ff_map.png
Bar = 100 microns. Other sequential cells in the stronger grey, the rest of the logic in the fainter grey.
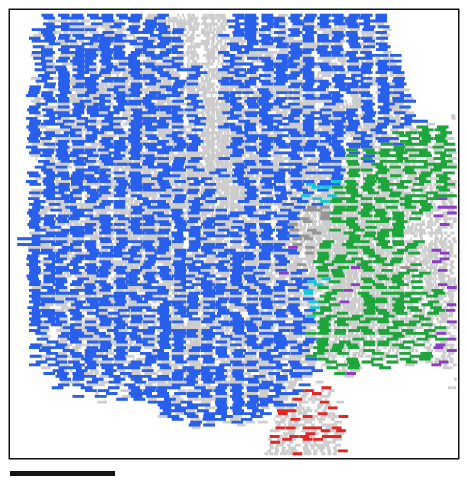
m4.png
Bar = 100 microns.
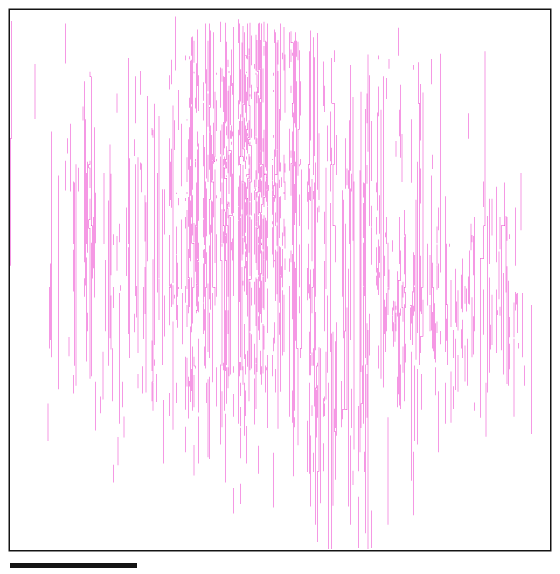
congestion_map.png
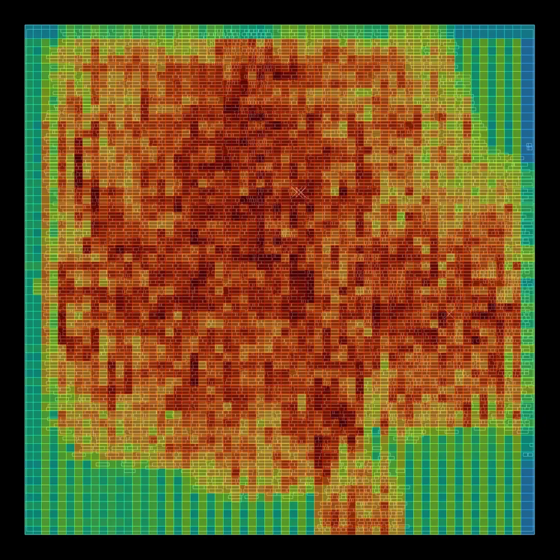
layers.png
Two of the layers only.
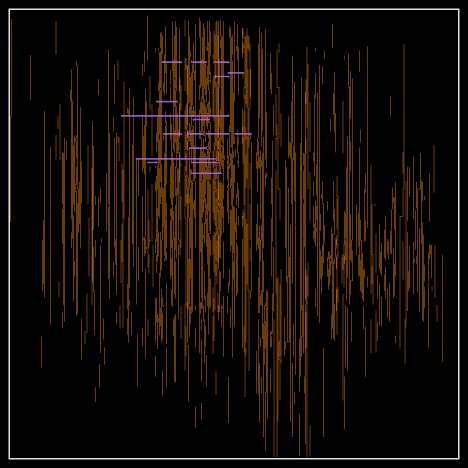
$ cat src/rtl/cache_pkg.sv
// cache_pkg: FSM encoding and address-field widths shared
// by the direct-mapped data cache responder and its storage.
package cache_pkg;

  typedef enum logic [1:0] {
    S_IDLE,
    S_WRITEBACK,
    S_FILL,
    S_DONE
  } state_e;

  localparam int OFF_W      = 2;
  localparam int DEF_WORD_W = 2;
  localparam int DEF_IDX_W  = 4;

  function automatic int tag_width(int lines, int words);
    return 32 - $clog2(lines) - $clog2(words) - OFF_W;
  endfunction

endpackage

$ cat src/rtl/cache_line_array.sv
// cache_line_array: valid/dirty/tag/data storage for all lines,
// one shared index, asynchronous read and synchronous write.
module cache_line_array #(
  parameter int NUM_LINES = 16,
  parameter int WORDS     = 4,
  parameter int TAG_W     = 24
) (
  input  logic                         clk_i,
  input  logic                         rst_ni,
  input  logic [$clog2(NUM_LINES)-1:0] idx_i,
  output logic                         valid_o,
  output logic                         dirty_o,
  output logic [TAG_W-1:0]             tag_o,
  output logic [WORDS-1:0][31:0]       line_o,
  input  logic                         wr_en_i,
  input  logic [$clog2(WORDS)-1:0]     wr_word_i,
  input  logic [31:0]                  wr_data_i,
  input  logic                         fill_done_i,
  input  logic [TAG_W-1:0]             fill_tag_i,
  input  logic                         dirty_set_i
);

  logic [NUM_LINES-1:0]   valid_q;
  logic [NUM_LINES-1:0]   dirty_q;
  logic [TAG_W-1:0]       tag_q  [NUM_LINES];
  logic [WORDS-1:0][31:0] data_q [NUM_LINES];

  assign valid_o = valid_q[idx_i];
  assign dirty_o = dirty_q[idx_i];
  assign tag_o   = tag_q[idx_i];
  assign line_o  = data_q[idx_i];

  // Line state bits: cleared by reset, set by fill or store
  always_ff @(posedge clk_i or negedge rst_ni) begin
    if (!rst_ni) begin
      valid_q <= '0;
      dirty_q <= '0;
    end else if (fill_done_i) begin
      valid_q[idx_i] <= 1'b1;
      dirty_q[idx_i] <= 1'b0;
    end else if (dirty_set_i) begin
      dirty_q[idx_i] <= 1'b1;
    end
  end

  // Tag and data words carry no reset; valid guards them
  always_ff @(posedge clk_i) begin
    if (fill_done_i) tag_q[idx_i] <= fill_tag_i;
    if (wr_en_i) data_q[idx_i][wr_word_i] <= wr_data_i;
  end

endmodule

$ cat src/rtl/data_cache_responder.sv
// data_cache_responder: write-back, write-allocate direct-mapped
// data cache with 0-cycle hits and word-serial line refill.
module data_cache_responder
  import cache_pkg::*;
#(
  parameter int NUM_LINES      = 1 << DEF_IDX_W,
  parameter int WORDS_PER_LINE = 1 << DEF_WORD_W
) (
  input  logic        Clk,
  input  logic        Rst_n,
  input  logic [31:0] address,
  input  logic [31:0] data,
  input  logic        dataRead,
  input  logic        dataWrite,
  output logic [31:0] outData,
  output logic        hit,
  output logic        memReq,
  output logic        memWe,
  output logic [31:0] memAddr,
  output logic [31:0] memWData,
  input  logic [31:0] memRData,
  input  logic        memAck
);

  localparam int WORD_W  = $clog2(WORDS_PER_LINE);
  localparam int IDX_W   = $clog2(NUM_LINES);
  localparam int TAG_LSB = OFF_W + WORD_W + IDX_W;
  localparam int TAG_W   = tag_width(NUM_LINES, WORDS_PER_LINE);
  localparam logic [WORD_W-1:0] LAST =
    WORD_W'(WORDS_PER_LINE - 1);

  state_e                state_q, state_d;
  logic [31:OFF_W]       addr_q, addr_d;
  logic [31:0]           wdat_q, wdat_d;
  logic                  wr_q, wr_d;
  logic [WORD_W-1:0]     cnt_q, cnt_d;

  logic [31:OFF_W]       cur;
  logic [IDX_W-1:0]      idx;
  logic [WORD_W-1:0]     word;
  logic [TAG_W-1:0]      tag;

  logic                  rd_valid, rd_dirty;
  logic [TAG_W-1:0]      rd_tag;
  logic [WORDS_PER_LINE-1:0][31:0] rd_line;

  logic                  wr_en, fill_done, dirty_set;
  logic [WORD_W-1:0]     wr_word;
  logic [31:0]           wr_data;
  logic                  req, line_hit;
  logic                  unused_addr;

  // Once a miss is taken the latched request owns the index
  assign cur  = (state_q == S_IDLE) ? address[31:OFF_W] : addr_q;
  assign idx  = cur[TAG_LSB-1:OFF_W+WORD_W];
  assign word = cur[OFF_W+WORD_W-1:OFF_W];
  assign tag  = cur[31:TAG_LSB];

  assign req         = dataRead | dataWrite;
  assign line_hit    = rd_valid && (rd_tag == tag);
  assign outData     = rd_line[word];
  assign unused_addr = ^address[OFF_W-1:0];

  cache_line_array #(
    .NUM_LINES (NUM_LINES),
    .WORDS     (WORDS_PER_LINE),
    .TAG_W     (TAG_W)
  ) u_lines (
    .clk_i       (Clk),
    .rst_ni      (Rst_n),
    .idx_i       (idx),
    .valid_o     (rd_valid),
    .dirty_o     (rd_dirty),
    .tag_o       (rd_tag),
    .line_o      (rd_line),
    .wr_en_i     (wr_en),
    .wr_word_i   (wr_word),
    .wr_data_i   (wr_data),
    .fill_done_i (fill_done),
    .fill_tag_i  (tag),
    .dirty_set_i (dirty_set)
  );

  // State and latched miss request
  always_ff @(posedge Clk or negedge Rst_n) begin
    if (!Rst_n) begin
      state_q <= S_IDLE;
      addr_q  <= '0;
      wdat_q  <= '0;
      wr_q    <= 1'b0;
      cnt_q   <= '0;
    end else begin
      state_q <= state_d;
      addr_q  <= addr_d;
      wdat_q  <= wdat_d;
      wr_q    <= wr_d;
      cnt_q   <= cnt_d;
    end
  end

  // Next state, pipeline handshake and backing-memory requests
  always_comb begin
    state_d   = state_q;
    addr_d    = addr_q;
    wdat_d    = wdat_q;
    wr_d      = wr_q;
    cnt_d     = cnt_q;
    hit       = 1'b0;
    memReq    = 1'b0;
    memWe     = 1'b0;
    memAddr   = '0;
    memWData  = '0;
    wr_en     = 1'b0;
    wr_word   = word;
    wr_data   = data;
    fill_done = 1'b0;
    dirty_set = 1'b0;
    unique case (state_q)
      S_IDLE: begin
        if (!req) begin
          hit = 1'b1;
        end else if (line_hit) begin
          hit = 1'b1;
          if (dataWrite) begin
            wr_en     = 1'b1;
            dirty_set = 1'b1;
          end
        end else begin
          addr_d  = address[31:OFF_W];
          wdat_d  = data;
          wr_d    = dataWrite;
          cnt_d   = '0;
          state_d = (rd_valid && rd_dirty) ?
                    S_WRITEBACK : S_FILL;
        end
      end
      S_WRITEBACK: begin
        memReq   = 1'b1;
        memWe    = 1'b1;
        memAddr  = {rd_tag, idx, cnt_q, {OFF_W{1'b0}}};
        memWData = rd_line[cnt_q];
        if (memAck) begin
          cnt_d = cnt_q + 1'b1;
          if (cnt_q == LAST) state_d = S_FILL;
        end
      end
      S_FILL: begin
        memReq  = 1'b1;
        memAddr = {tag, idx, cnt_q, {OFF_W{1'b0}}};
        if (memAck) begin
          wr_en   = 1'b1;
          wr_word = cnt_q;
          wr_data = memRData;
          cnt_d   = cnt_q + 1'b1;
          if (cnt_q == LAST) begin
            fill_done = 1'b1;
            state_d   = S_DONE;
          end
        end
      end
      S_DONE: begin
        hit = 1'b1;
        if (wr_q) begin
          wr_en     = 1'b1;
          wr_data   = wdat_q;
          dirty_set = 1'b1;
        end
        state_d = S_IDLE;
      end
      default: state_d = S_IDLE;
    endcase
  end

endmodule

$ cat config.mk
export PLATFORM = sky130hd
export DESIGN_NAME = data_cache_responder
export DESIGN_NICKNAME = d
export VERILOG_FILES = /design/src/rtl/cache_pkg.sv /design/src/rtl/cache_line_array.sv /design/src/rtl/data_cache_responder.sv
export SDC_FILE = /design/constraint.sdc
export NUM_CORES = 2
export LEC_CHECK = 0
export CAP_MARGIN = 20
export CORE_UTILIZATION = 56
export DETAILED_ROUTE_END_ITERATION = 7
export GPL_ROUTABILITY_DRIVEN = 0
export GPL_TIMING_DRIVEN = 0
export HOLD_SLACK_MARGIN = 0.08
export PLACE_DENSITY = 0.76
export SYNTH_ARGS = -nofsm -noshare
export SYNTH_HDL_FRONTEND = slang
export SYNTH_SLANG_ARGS = --single-unit
export TNS_END_PERCENT = 20
$ cat constraint.sdc
create_clock -name Clk -period 7.7 [get_ports Clk]
set_clock_uncertainty 0.1 [all_clocks]
set_input_delay 2.31 -clock Clk [delete_from_list [all_inputs] [get_ports Clk]]
set_output_delay 2.31 -clock Clk [all_outputs]
set_load 0.005 [all_outputs]
==> GITHUB_STEP_SUMMARY <==
### Yosys + OpenROAD results

| Metric | Value |
|---|---|
| CP max stage cell | `nor3_2` |
| Most instantiated logic cells after routing | `edfxtp_1, mux4_2, buf_6` |
| H-tree depth | `4` |
| Flop count | `2531` |
| # DRC | `9` |
| Worst R2R Setup Slack | `-40 ps` |
| Fin crit period | `8065 ps` |
| Worst Setup End Kind | `flip-flop` |
| Clock buffer count from CTS | `235` |
| Netlist cell types | `64` |
| Largest power group | `combinational cells` |
| CP Capture Point | `u_lines.data_q[12][101]$_DFFE_PP_` |
| Initial antenna violation count | `35` |
| Hold_ws | `378.1 ps` |
| Cts hold-fix bufs | `0` |
| First-pass GRT wire length | `469800 microns` |
| DIE AREA | `0.1808 sq mm` |
| Combinational Power | `0.0279 W` |
| Met3 wire len | `52140 microns` |
| Setup ws final | `-364.7 ps` |
| MI comb area | `0.02557 sq mm` |
| Cells after Synth | `4924` |
| Endpoints failing setup | `324` |
| Synth Area in XOR/XNOR | `0.2095%` |
| MaxCap Viol Count | `0` |
| Switch share | `40.04%` |
| Worst-case clock buffer depth | `3` |
| DIE WIDTH | `425.3 microns` |
| Failing checks | `design-rule violations, negative setup slack` |
| Count of library flops with an enable pin | `2432` |
| Max reg flops | `2048` |
| Leading area contributor after synthesis | `edfxtp_1` |
| Clock buf count | `305` |
| Run status | `finished, violations left` |
| Final wirelength | `344400 microns` |
| Ys flop type | `edfxtp_1` |
| Non-clk invs | `55` |
| Register area | `0.07551 sq mm` |
| WP data required | `8190 ps` |
| CP bufs+invs | `17` |
| Gate power share | `48.4%` |
| Number of synthesis warnings | `0` |
| Sequential power share | `31.6%` |
| Post_cts resized | `1254` |
| Top-area cell share | `72.80%` |
| Startpoint Class | `primary input` |
| Worst setup startpoint | `address[6]` |
Back to the opening pictures, ff_map.png:
u_lines.data_q -> blue  # sequential cells 2048
addr_q -> purple  # sequential cells 30
u_lines.valid_q -> cyan  # sequential cells 16
wdat_q -> red  # sequential cells 32
u_lines.tag_q -> green  # sequential cells 384

Back to the opening pictures, m4.png:
nets with wire on the layer = 542
longest straight run = 286 microns
wire length on this layer = 34.3 mm

Back to the opening pictures, congestion_map.png:
total track usage: 37.98%
met3 Use GR: 13.78%
Routed WL per cell: 40.91 microns
most used routing layer: met2

Back to the opening pictures, layers.png:
M4 -> orange  # wire length 34.3 mm
M5 -> purple  # wire length 426 microns

Power and IR drop assume default switching activity.
